Figure 1. Cell sizes after repair (run 1).
(2 px per um)
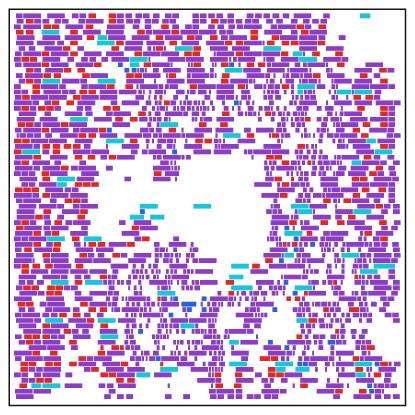
Figure 2. Placed cells, one color a class (run 1).
(2 px per um) Fill, decap, tap and diode cells in gray.
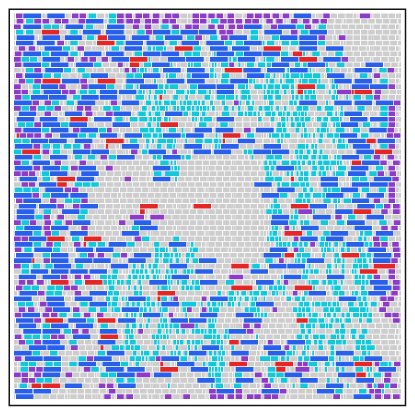
Figure 3. Selected gate families (run 1).
(2 px per um)
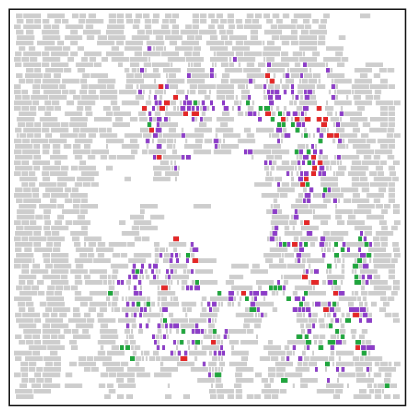
--- config.mk ---
export PLATFORM = sky130hd
export DESIGN_NAME = sweep_sched
export DESIGN_NICKNAME = d
export VERILOG_FILES = /design/src/rtl/sweep_sched.sv
export SDC_FILE = /design/constraint.sdc
export NUM_CORES = 1
export LEC_CHECK = 0
export CORE_MARGIN = 1.5
export CORE_UTILIZATION = 45
export CTS_CLUSTER_SIZE = 12
export DETAILED_ROUTE_END_ITERATION = 8
export PLACE_DENSITY = 0.7
export SKIP_LAST_GASP = 1
export SLEW_MARGIN = 40
export SYNTH_ARGS = -nofsm -noshare
export SYNTH_HDL_FRONTEND = slang
export SYNTH_SLANG_ARGS = --single-unit
--- constraint.sdc ---
create_clock -name clk -period 4 [get_ports clk]
set_clock_uncertainty 0.2 [all_clocks]
set_input_delay 1.2 -clock clk [delete_from_list [all_inputs] [get_ports clk]]
set_output_delay 1.2 -clock clk [all_outputs]
set_load 0.01 [all_outputs]
--- src/rtl/sweep_sched.sv ---
// sweep_sched: DDS direct-mode frequency sweep sequencer (load, hold enable, settle, measure, step).
// Outputs are registered decodes of the current state, so each strobe trails its state by one cycle.
module sweep_sched #(
   parameter int EN_HOLD  = 4,
   parameter int SETTLE_W = 24
) (
   input  logic                clk,
   input  logic                rstn,
   input  logic                cfg_wen,
   input  logic [31:0]         cfg_start_fword,
   input  logic [31:0]         cfg_step_fword,
   input  logic [15:0]         cfg_points,
   input  logic [31:0]         cfg_pword,
   input  logic [31:0]         cfg_amp,
   input  logic [SETTLE_W-1:0] cfg_settle,
   input  logic                start,
   input  logic                abort,
   input  logic                meas_done,
   output logic                param_wen,
   output logic [31:0]         direct_fword,
   output logic [31:0]         direct_pword,
   output logic [31:0]         direct_amp,
   output logic                direct_en,
   output logic                meas_start,
   output logic [15:0]         point_idx,
   output logic                busy,
   output logic                done
);
   typedef enum logic [2:0] {IDLE, LOAD, APPLY, SETTLE, MEASURE, NEXT} state_t;
   state_t state;
   logic [31:0] sh_start, sh_step, sh_pword, sh_amp, fword;
   logic [15:0] sh_points;
   logic [SETTLE_W-1:0] sh_settle, cnt;
   logic first, cap, last;
   logic [31:0] e_start;
   logic [15:0] e_points;
   // a cfg_wen coinciding with start is already visible to that sweep
   assign cap      = state == IDLE && cfg_wen;
   assign e_start  = cap ? cfg_start_fword : sh_start;
   assign e_points = cap ? cfg_points : sh_points;
   assign last     = point_idx == sh_points - 16'd1;
   always_ff @(posedge clk or negedge rstn) begin
      if (!rstn) begin
         state <= IDLE;
         sh_start <= '0;
         sh_step <= '0;
         sh_pword <= '0;
         sh_amp <= '0;
         sh_points <= '0;
         sh_settle <= '0;
         fword <= '0;
         cnt <= '0;
         first <= 1'b0;
         param_wen <= 1'b0;
         direct_fword <= '0;
         direct_pword <= '0;
         direct_amp <= '0;
         direct_en <= 1'b0;
         meas_start <= 1'b0;
         point_idx <= '0;
         busy <= 1'b0;
         done <= 1'b0;
      end else begin
         if (cap) begin
            sh_start <= cfg_start_fword;
            sh_step <= cfg_step_fword;
            sh_pword <= cfg_pword;
            sh_amp <= cfg_amp;
            sh_points <= cfg_points;
            sh_settle <= cfg_settle;
         end
         param_wen <= !abort && state == LOAD;
         direct_en <= !abort && state == APPLY;
         meas_start <= !abort && state == MEASURE && first;
         done <= !abort && (state == NEXT ? last : state == IDLE && start && e_points == '0);
         first <= 1'b0;
         if (abort) begin
            state <= IDLE;
            busy <= 1'b0;
         end else begin
            case (state)
               IDLE: if (start) begin
                  point_idx <= '0;
                  if (e_points != '0) begin
                     state <= LOAD;
                     busy <= 1'b1;
                     fword <= e_start;
                  end
               end
               LOAD: begin
                  state <= APPLY;
                  cnt <= SETTLE_W'(EN_HOLD - 1);
                  direct_fword <= fword;
                  direct_pword <= sh_pword;
                  direct_amp <= sh_amp;
               end
               APPLY: if (cnt != '0) cnt <= cnt - 1'b1;
                  else if (sh_settle == '0) begin
                     state <= MEASURE;
                     first <= 1'b1;
                  end else begin
                     state <= SETTLE;
                     cnt <= sh_settle - 1'b1;
                  end
               SETTLE: if (cnt != '0) cnt <= cnt - 1'b1;
                  else begin
                     state <= MEASURE;
                     first <= 1'b1;
                  end
               // completion is only accepted once the trigger cycle has passed
               MEASURE: if (!first && !meas_start && meas_done) state <= NEXT;
               NEXT: if (last) begin
                  state <= IDLE;
                  busy <= 1'b0;
               end else begin
                  state <= LOAD;
                  point_idx <= point_idx + 16'd1;
                  fword <= fword + sh_step;
               end
               default: state <= IDLE;
            endcase
         end
      end
   end
endmodule

==> impl_metrics.py, run 1 <==
# Auto-generated metrics
metrics = {
    "status": {
        "status": "complete, no violations",
    },
    "worst_hold_path": {
        "hp-start": "cnt[23]",
        "hold_path_class": "reg -> reg",
    },
    "synth": {
        "async_reset_ff_frac": 1.00,
        "synthAdderAreaFrac": 0.0269,
        "ys.flop_type": "dfrtp_1",
        "topCombFamilyByArea": "multiplexers",
        "yosys_area_um2": 17000,
        "xor_area_frac": 0.0314,
        "ys_cells": 1526,
        "syn-num-nets": 1736,
        "yosysMostFrequentCell": "dfrtp_1",
        "ys_sh_aoi": 0.111,
    },
    "clock_tree": {
        "cts_resized": 0,
        "cts.sinks": 345,
        "hold_buffers": 0,
        "clock.latency.late_pin_ns": 0.56,
        "cts-root-buf": "clkbuf_16",
    },
    "place": {
        "post-place-cells": 2278,
        "pre_cts_ws_ns": -0.0397,
    },
    "global_route": {
        "grt_max_degree": 98,
        "antenna_found_initial": 3,
        "grt_pass1_wl_um": 70500,
        "grt_pass1_vias": 13130,
    },
    "worst_setup_path": {
        "crit_arrival_ns": 3.82,
        "path_cells": "inv_1 > ha_1 > or3b_2 > o311a_1 > a311oi_1 > a41oi_1 > o2111ai_2 > o21ai_2 > or4_1 > o21ai_1",
        "cp.depth": 10,
        "ff2ff_path_depth": 10,
        "critPathCapture": "point_idx[11]",
        "worst_setup_path_start_kind": "flop",
    },
    "sta": {
        "slew_violations": 0,
        "setup_ws_ns": 0.446,
        "worst_pin_slew_ns": 0.837,
        "holdWs_ns": 0.289,
        "slew_headroom": 0.442,
        "period_used_share": 0.889,
        "tns_ns": 0,
        "finalSetupViolations": 0,
        "finalHoldViolCount": 0,
    },
    "flow_run": {
        "tool_warnings": 26,
        "drv_cap": 0,
    },
    "layout": {
        "buffers_excl_clock": 327,
        "final_layout_size_suffix_gt1_frac": 0.208,
        "dominant_cells": "flip-flops and latches",
        "seq_cells": 345,
        "final_util": 0.585,
        "diodes": 2,
        "comb_cells": 1067,
        "buffer_area_frac": 0.150,
        "area_delta_synth_final_pct": 28.7,
        "nClkBuffers": 57,
        "final_area_um2": 21900,
        "register_area_um2": 8630,
    },
    "routing": {
        "drtIter0Drc": 747,
        "ant_nets": 0,
        "viasPerCell": 5.56,
        "dr.pass1.iters": 5,
        "wl_per_cell_um": 18.7,
        "via_count": 13043,
    },
    "power": {
        "leakagePower_nw": 9.01,
        "p_clk_mw": 3.60,
        "p_int_mw": 11.6,
        "p_seq_mw": 6.31,
        "clkPwrFrac": 0.196,
    },
}
Back to the opening pictures, Figure 1:
Blue marks x3 and x4, cells 32, share 1.7%, most used buf_4. Purple marks x1 and smaller, cells 1453, share 79%, most used dfrtp_1. Cyan marks x6 and larger, cells 64, share 3.5%, most used clkbuf_16. Red marks x2, cells 285, share 16%, most used mux2_2.

Back to the opening pictures, Figure 2:
Cyan marks remaining logic cells, cells 1095, share of their area 38%. Red marks clock drivers and dummy loads, cells 67, share of their area 6.1%. Blue marks registers, cells 345, share of their area 41%. Purple marks remaining buffers and delay cells, cells 327, share of their area 15%.

Back to the opening pictures, Figure 3:
Purple marks aoi and oai cells, cells 258, most used o21ai_0. Red marks non-inverting ao/oa cells, cells 41, most used a21o_1. Green marks and/or cells, cells 71, most used or3_1.

==> run 1: layer usage <==
layer	vias to the layer above	track usage	wire (um)
met5	-	0	13
met3	62	0.0843	4130
li1	6118	-	-
met1	6449	0.296	18900
met4	2	0.0529	736
met2	412	0.361	20200
==> run 1: sequential cells by signal, summed over array words and instances, names as in the netlist <==
signal        cells
direct_amp       32
direct_fword     32
direct_pword     32
fword            32
sh_amp           32
sh_pword         32
sh_start         32
sh_step          32
cnt              24
sh_settle        24
point_idx        16
sh_points        16
state             3
busy              1
direct_en         1
done              1
first             1
meas_start        1
param_wen         1
--- run 2 (diff from run 1) ---
--- a/config.mk
+++ b/config.mk
@@ -9,6 +9,7 @@
 export CORE_UTILIZATION = 45
 export CTS_CLUSTER_SIZE = 12
 export DETAILED_ROUTE_END_ITERATION = 8
+export GPL_TIMING_DRIVEN = 1
 export PLACE_DENSITY = 0.7
 export SKIP_LAST_GASP = 1
 export SLEW_MARGIN = 40
Figure 4. Cell sizes after repair (run 2).
(2 px per um)
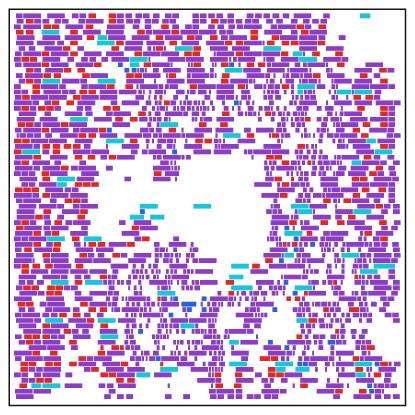
Red marks x2, cells 285, share 16%, most used mux2_2. Purple marks x1 and smaller, cells 1453, share 79%, most used dfrtp_1. Blue marks x3 and x4, cells 32, share 1.7%, most used buf_4. Cyan marks x6 and larger, cells 64, share 3.5%, most used clkbuf_16.

Figure 5. Placed cells, one color a class (run 2).
(2 px per um) Fill, decap, tap and diode cells in gray.
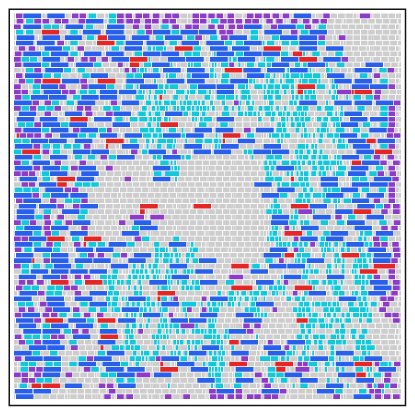
Purple marks remaining buffers and delay cells, cells 327, share of their area 15%. Blue marks registers, cells 345, share of their area 41%. Cyan marks remaining logic cells, cells 1095, share of their area 38%. Red marks clock drivers and dummy loads, cells 67, share of their area 6.1%.

Figure 6. Selected gate families (run 2).
(2 px per um)
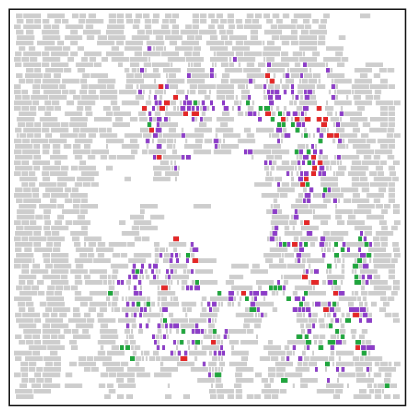
Green marks and/or cells, cells 71, most used or3_1. Red marks non-inverting ao/oa cells, cells 41, most used a21o_1. Purple marks aoi and oai cells, cells 258, most used o21ai_0.

==> run 2 against run 1 <==
Net effect:
- wire length did not move
- hold slack stayed put
- non-clock buffer count unchanged
- fmax stayed put
- global-route usage is the same
- cell count unchanged
- total power is the same
- flip-flop count stayed put
- count of clock-buffer cells in the layout unchanged
- setup slack stayed put
- die area is the same
- combinational power hardly changed
- highest routed layer unchanged
==> impl_metrics.py, run 2 <==
# Auto-generated metrics
metrics = {
    "sta": {
        "period_used_share": 0.889,
        "finalSetupViolations": 0,
        "slew_violations": 0,
        "setup_ws_ns": 0.446,
        "worst_pin_slew_ns": 0.837,
        "finalHoldViolCount": 0,
        "holdWs_ns": 0.289,
        "slew_headroom": 0.442,
        "rsz0062_at_grt": "no",
        "finalCriticalPeriod_ns": 3.55,
        "fmaxAchievable_mhz": 281,
        "tns_ns": 0,
    },
    "flow_run": {
        "tool_warnings": 26,
        "drv_cap": 0,
    },
    "layout": {
        "nets": 2018,
        "final_layout_size_suffix_gt1_frac": 0.208,
        "dominant_cells": "flip-flops and latches",
        "clock_area_frac": 0.0591,
        "final_util": 0.585,
        "inv_count": 28,
        "lay_top_cells": "345 x dfrtp_1, 289 x clkdlybuf4s50_1, 256 x mux2_2, 121 x nand2_1, 88 x o21ai_0",
        "diodes": 2,
        "buffer_area_frac": 0.150,
        "area_delta_synth_final_pct": 28.7,
        "buffers_excl_clock": 327,
        "final_area_um2": 21900,
        "comb_cells": 1067,
        "seq_share": 0.394,
        "seq_cells": 345,
        "nClkBuffers": 57,
        "combGateArea_um2": 7930,
        "fillers": 3132,
        "layout.cells.non_filler": 2347,
        "register_area_um2": 8630,
        "layout_top_cell": "dfrtp_1",
    },
    "floorplan": {
        "nWellTaps": 511,
        "num_rows": 71,
        "ios": 291,
        "coreArea_um2": 37400,
    },
    "worst_setup_path": {
        "r2r_setup_slack_ns": 0.45,
        "worstSetupEndpointType": "flop",
        "crit_arrival_ns": 3.82,
        "cp.required_ns": 4.26,
        "path_cells": "inv_1 > ha_1 > or3b_2 > o311a_1 > a311oi_1 > a41oi_1 > o2111ai_2 > o21ai_2 > or4_1 > o21ai_1",
        "slowest_stage": "or4_1",
        "worst_setup_path_start_kind": "flop",
        "critical_path.max_stage_delay_ns": 0.61,
        "cp_top_family": "AND-OR/OR-AND gates",
        "cp_max_fo": 20,
        "cp_num_buf_inv": 1,
        "crit_type": "reg -> reg",
    },
    "place": {
        "portBuffers": 290,
        "placed_cell_area_um2": 20600,
        "place_congestion": 0.894,
        "post-place-cells": 2278,
        "dpl.hpwl_um": 31000,
        "pre_cts_ws_ns": -0.0397,
    },
    "global_route": {
        "grt_pass1_vias": 13130,
        "met2_usage": 0.361,
        "grt_remaining_overflow": 0,
        "grt-busiest-layer": "met2",
        "grt_max_degree": 98,
        "grt_util_met3": 0.0843,
        "grt_usage": 0.227,
        "use_met1": 0.296,
        "grt_pass1_wl_um": 70500,
        "antenna_found_initial": 3,
    },
    "clock_tree": {
        "cts_tree": "built",
        "clock.latency.late_pin_ns": 0.56,
        "cts.sinks": 345,
        "clkSlewWorstSetupHoldPaths_ns": 0.06,
        "cts-root-buf": "clkbuf_16",
        "postCtsSetupRepairBufs": 0,
        "htree_levels": 2,
        "hold_buffers": 0,
        "ctsLongestPathBuffers": 3,
        "cts_buffers": 39,
        "cts_resized": 0,
    },
    "routing": {
        "wl_met3_um": 4130,
        "wl_met1_um": 18900,
        "wl_per_cell_um": 18.7,
        "routed_wirelength_um": 44000,
        "ant_nets": 0,
        "met2WireLength_um": 20200,
        "via_count": 13043,
        "dr.pass1.iters": 5,
        "drtIter0Drc": 747,
        "viasPerCell": 5.56,
        "top_layer": "met5",
    },
    "synth": {
        "ys_cells": 1526,
        "syn_inst": 1526,
        "yosys.stat.seqShare": 0.508,
        "yosysMostFrequentCell": "dfrtp_1",
        "largest_area_cell": "dfrtp_1",
        "top_area_frac": 0.508,
        "async_reset_ff_frac": 1.00,
        "yosysWarnings": 0,
        "ys.flop_type": "dfrtp_1",
        "syn_area_per_cell_um2": 11.1,
        "ys_types": 79,
        "ys_ff": 345,
        "top_cells_by_area": "dfrtp_1 51%, mux2_2 17%, nand2_1 2.7%",
        "yosys_area_um2": 17000,
        "edf_count": 0,
        "syn-num-nets": 1736,
    },
    "power": {
        "vdd_drop_max_v": 0.000520,
        "p_seq_mw": 6.31,
        "netSwitchingPower_mw": 6.75,
        "powerDensity_nw_per_um2": 839,
        "top_power_group": "combinational logic",
        "power_mw": 18.4,
        "p_clk_mw": 3.60,
        "clkPwrFrac": 0.196,
        "p_comb_mw": 8.47,
        "combPwrFrac": 0.461,
        "p_int_mw": 11.6,
        "leakagePower_nw": 9.01,
        "switching_share": 0.368,
    },
    "status": {
        "status": "complete, no violations",
    },
    "worst_hold_path": {
        "hold_path_class": "reg -> reg",
    },
}
-- run 2: kinds of logic (layout without fill, tap and decap cells) --
group | count (synthesis) | count (layout) | synth area share
compound gates | 299 | 299 | 0.111
xor+xnor | 61 | 61 | 0.0314
fa+ha+maj | 36 | 36 | 0.0269
buf+inv | 114 | 422 | 0.0272
flops | 345 | 345 | 0.508
mux | 265 | 265 | 0.175
other cells | 0 | 2 | 0
simple gates | 406 | 406 | 0.121
-- run 2: worst paths after layout --
check | cells after the start | endpoint | from
worst max-delay path | 10 | point_idx[11] | sh_points[0]
worst min-delay path | 1 | cnt[23] | cnt[23]
worst max register to register | 10 | point_idx[11] | sh_points[0]
worst min register to register | 1 | cnt[23] | cnt[23]
max in group asynchronous | 2 | sh_pword[31] | rstn
min in group asynchronous | 1 | direct_fword[16] | rstn
No activity file was given, so power comes from the tool's default toggle rates.
